==> config.mk <==
export PLATFORM = sky130hd
export DESIGN_NAME = sram_ctrl
export DESIGN_NICKNAME = d
export VERILOG_FILES = /design/src/rtl/sram_ctrl.sv
export SDC_FILE = /design/constraint.sdc
export NUM_CORES = 1
export LEC_CHECK = 0
export ABC_CLOCK_PERIOD_IN_PS = 6350
export CORE_ASPECT_RATIO = 1.25
export CORE_MARGIN = 3
export CORE_UTILIZATION = 30
export CTS_BUF_LIST = sky130_fd_sc_hd__clkbuf_4 sky130_fd_sc_hd__clkbuf_8
export DETAILED_ROUTE_END_ITERATION = 10
export HOLD_SLACK_MARGIN = 0.02
export SLEW_MARGIN = 10
export SYNTH_ARGS = -nofsm -noshare
export SYNTH_HDL_FRONTEND = slang
export SYNTH_SLANG_ARGS = --single-unit
==> constraint.sdc <==
create_clock -name clk -period 6.35 [get_ports clk]
set_input_delay 1.5875 -clock clk [delete_from_list [all_inputs] [get_ports clk]]
set_output_delay 1.5875 -clock clk [all_outputs]
set_load 0.02 [all_outputs]
Run 1, floorplan with the power grid:
Bar = 20 um. Pins as bars on the die edge. Tap cells in gray.
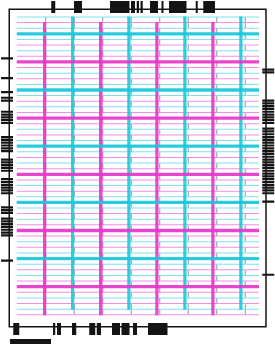
Key: VSS = magenta; VDD = cyan
149 signal pins sit on the boundary. 220 tap cells.
total core area: 16910 um^2
Worst VDD drop: 0.2128 mV

Run 1, cells colored by class:
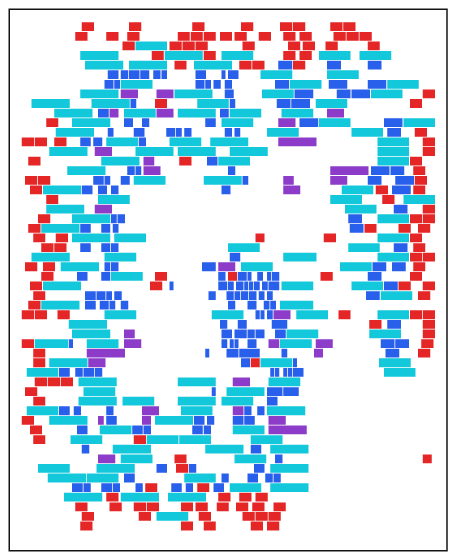
Key: flops = cyan [cells 131, share of their area 51%]; combinational and other logic = blue [cells 194, share of their area 22%]; clock drivers and dummy loads = purple [cells 32, share of their area 6.5%]; other buffers and delay cells = red [cells 148, share of their area 21%]
flop share of the area: 48.85%
post-layout util: 42.82%

Run 1, clock network drawn from the DEF:
Bar = 20 um.
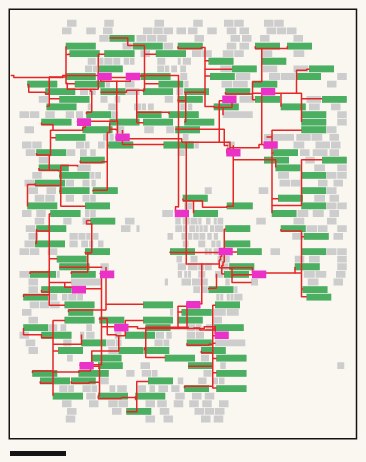
Key: flip-flops = green [count 131]; clock drivers = magenta [count 17]; clock wires = red [length 1800 um]
There are 18 routed clock nets.
Late-Pin Clk Latency: 0.44 ns
power in the clock group: 795 uW
clock share of power: 20.6%
Setup Skew: 0.01298 ns

==> flow_metrics.env, run 1 <==
# implementation run metrics
export IMPL_io_buffers=145
export IMPL_grt_start_max_net_pins=81
export IMPL_numSequentialCells=131
export IMPL_firstDrtPassIters=4
export IMPL_setup_viol=0
export IMPL_ioPinCount=149
export IMPL_crit_cells=3
export IMPL_comb_area_um2=1481
export IMPL_post_cts_buffers=0
export IMPL_synth_cell_area_um2=5184
export IMPL_inv_count=6
export IMPL_outcome="finished, final reports clean"
export IMPL_clk_share_pct=6.255
export IMPL_cts_tree="yes"
export IMPL_nets=568
export IMPL_grt_pass1_vias=3637
export IMPL_ctsResizeCount=0
export IMPL_nMultiInputCombCells=188
export IMPL_top_area_share_pct=37.17
export IMPL_area_share_nonclk_buffers_pct=20.32
export IMPL_sh_comb_area_pct=20.46
export IMPL_routedWlPerCell_um=17.38
export IMPL_cts_htree_levels=4
export IMPL_wl_met2_um=6218
export IMPL_rows=53
export IMPL_cts_max_path_buffers=2
export IMPL_pre_cts_ws_ns=1.833
export IMPL_postRouteAntennaNets=0
export IMPL_whs_ns=0.4900
export IMPL_fp_util_pct=30.65
export IMPL_total_power_uw=3866
export IMPL_r2r_cells=3
export IMPL_required_ns=6.41
export IMPL_p_int_uw=2464
export IMPL_synthCells=357
export IMPL_drtIter0Drc=139
export IMPL_n_fill_cell=1563
export IMPL_critPathMaxStageDelay_ns=0.93
export IMPL_synthArstFlopShare_pct=61.07
export IMPL_holdPathStages=1
export IMPL_gp_congestion=0.7277
export IMPL_grt_pass1_wl_um=19730
export IMPL_cp_start_kind="input pin"
export IMPL_synth_top_cell_by_area="dfrtp_1"
export IMPL_ys_seq_share_pct=68.24
export IMPL_yosysUniqueCellTypes=48
export IMPL_vias=3573
export IMPL_grt_busiest_layer="met2"
export IMPL_top_power_group="combinational logic"
export IMPL_p_comb_uw=1690
export IMPL_tightest_slew_ns=1.092
export IMPL_clockRootBuffer="clkbuf_8"
export IMPL_lay_top_count="clkdlybuf4s50_1"
export IMPL_drv_cap=0
export IMPL_avgSynthCellArea_um2=14.52
export IMPL_p_comb_share_pct=43.8
export IMPL_antennaDiodeCount=0
export IMPL_r2r_slack_ns=3.44
export IMPL_grt_util_met1_pct=17.06
export IMPL_critical_path_class="input pin to register"
export IMPL_hold_class="register to register"
export IMPL_wirelength_met1_um=5400
export IMPL_topCellsByArea="dfrtp_1, edfxtp_1, mux2_1"
export IMPL_yosysCellCount=357
export IMPL_tns_ns=0
export IMPL_drc=0
export IMPL_buffers=148
export IMPL_top_cell="dfrtp_1"
export IMPL_die_y_um=153.0
export IMPL_warnings=30
export IMPL_syn_to_final_growth_pct=39.68
export IMPL_ys_seq_elements=131
export IMPL_grt_antenna_before_repair=0
export IMPL_grt_util_met3_pct=4.663
export IMPL_dominant_cells="registers"
Run 1, clock routing:
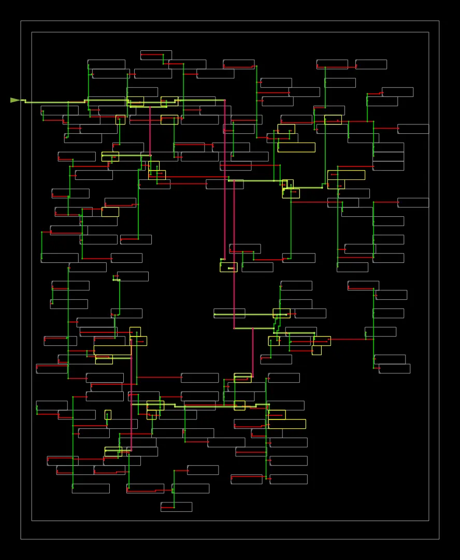

==> run 2: changes to the inputs <==
--- a/config.mk
+++ b/config.mk
@@ -5,7 +5,7 @@
 export SDC_FILE = /design/constraint.sdc
 export NUM_CORES = 1
 export LEC_CHECK = 0
-export ABC_CLOCK_PERIOD_IN_PS = 6350
+export ABC_CLOCK_PERIOD_IN_PS = 3700
 export CORE_ASPECT_RATIO = 1.25
 export CORE_MARGIN = 3
 export CORE_UTILIZATION = 30
==> constraint.sdc (replaced) <==
create_clock -name clk -period 3.7 [get_ports clk]
set_input_delay 0.925 -clock clk [delete_from_list [all_inputs] [get_ports clk]]
set_output_delay 0.925 -clock clk [all_outputs]
set_load 0.02 [all_outputs]
Run 2, clock routing:
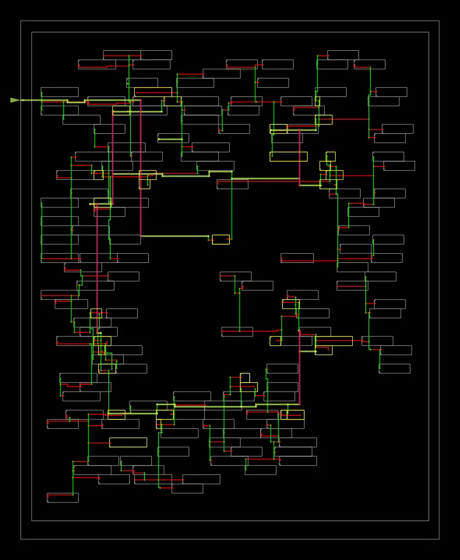
clk sinks: 131
Seq cells: 131

Run 2, cells colored by class:
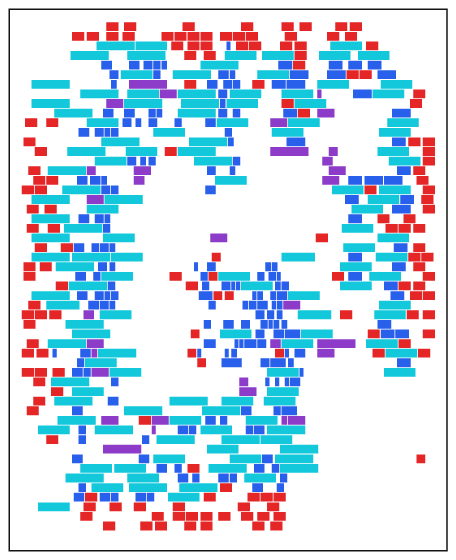
# rows: 53
flop share of the area: 48.76%
post-layout util: 42.90%
design area: 7254 um^2

Run 2, metal layers overlaid:
Bar = 20 um. Only two layers are drawn.
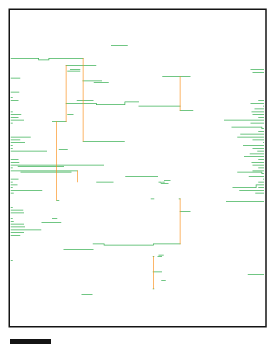
Key: metal 4 = orange [wire length 165 um]; metal 3 = green [wire length 856 um]
routed wire length: 12820 um
gr usage total: 14.14%

==> run 2 against run 1 <==
Against the previous run: largest cell class unchanged; critical path type is now register to register; final area is 0.19% higher; hold slack improved by 0.0015 ns; die area stayed put; clock power up 64%; cell count grew 0.69%; critical path depth rose by 2.
==> flow_metrics.env, run 2 <==
# implementation run metrics
export IMPL_holdPathStages=1
export IMPL_avgSynthCellArea_um2=14.52
export IMPL_total_power_uw=6603
export IMPL_p_int_uw=4190
export IMPL_critPathMaxStageDelay_ns=0.81
export IMPL_vias=3693
export IMPL_ioPinCount=149
export IMPL_routedWlPerCell_um=17.56
export IMPL_n_fill_cell=1565
export IMPL_slew_headroom_pct=28.65
export IMPL_taps=220
export IMPL_powerClk_uw=1300
export IMPL_clk_share_pct=5.916
export IMPL_io_buffers=145
export IMPL_fp_util_pct=30.65
export IMPL_yosysCellCount=357
export IMPL_r2r_slack_ns=1.17
export IMPL_whs_ns=0.4915
export IMPL_drv_cap=0
export IMPL_wirelength_met1_um=5238
export IMPL_clock_power_share_pct=19.7
export IMPL_cp_start_kind="register"
export IMPL_clock_skew_ns=0.007012
export IMPL_setup_viol=0
export IMPL_tightest_slew_ns=1.070
export IMPL_comb_area_um2=1481
export IMPL_ys_chip_area_um2=5184
export IMPL_lay_top_count="clkdlybuf4s50_1"
export IMPL_inv_count=6
export IMPL_syn_to_final_growth_pct=39.95
export IMPL_wl_met2_um=6554
export IMPL_cts_max_path_buffers=2
export IMPL_synthAdderAreaFrac_pct=0.4827
export IMPL_top_cell="dfrtp_1"
export IMPL_max_freq_mhz=395.6
export IMPL_firstDrtPassIters=6
export IMPL_synthArstFlopShare_pct=61.07
export IMPL_hold_class="register to register"
export IMPL_post_cts_buffers=0
export IMPL_ys_seq_elements=131
export IMPL_postRouteAntennaNets=0
export IMPL_pre_cts_ws_ns=0.8002
export IMPL_grt_overflow=0
export IMPL_grt_start_max_net_pins=81
export IMPL_grt_antenna_before_repair=1
export IMPL_tns_ns=0
export IMPL_dominant_cells="registers"
export IMPL_r2r_cells=5
export IMPL_cts_htree_levels=4
export IMPL_grt_util_met3_pct=4.848
export IMPL_grt_busiest_layer="met2"
export IMPL_clockRootBuffer="clkbuf_8"
export IMPL_antennaDiodeCount=0
export IMPL_crit_cells=5
export IMPL_worstSetupEndpointType="register"
export IMPL_clkLatencyLatePin_ns=0.44
export IMPL_critPathMaxFanout=16
export IMPL_grt_pass1_wl_um=20600
export IMPL_synthCells=357
export IMPL_yosysUniqueCellTypes=48
export IMPL_p_comb_share_pct=44.1
export IMPL_grt_util_met1_pct=17.54
export IMPL_highest_layer="met5"
export IMPL_area_share_nonclk_buffers_pct=20.80
export IMPL_sh_comb_area_pct=20.42
export IMPL_topCellsByArea="dfrtp_1, edfxtp_1, mux2_1"
export IMPL_synth_cell_area_um2=5184
export IMPL_ys_seq_share_pct=68.24
export IMPL_die_y_um=153.0
export IMPL_required_ns=4.02
export IMPL_grt_pass1_vias=3876
export IMPL_synth_top_cell_by_area="dfrtp_1"
export IMPL_top_power_group="combinational logic"
export IMPL_drc=0
export IMPL_nMultiInputCombCells=188
export IMPL_warnings=30
export IMPL_fp_coreArea_um2=16910
export IMPL_gp_congestion=0.7284
export IMPL_outcome="finished, final reports clean"
export IMPL_nets=573
export IMPL_cts_tree="yes"
export IMPL_p_comb_uw=2910
export IMPL_top_area_share_pct=37.17
export IMPL_buffers=153
export IMPL_ctsResizeCount=0
export IMPL_critical_path_class="register to register"
No activity file was given, so power comes from the tool's default toggle rates.
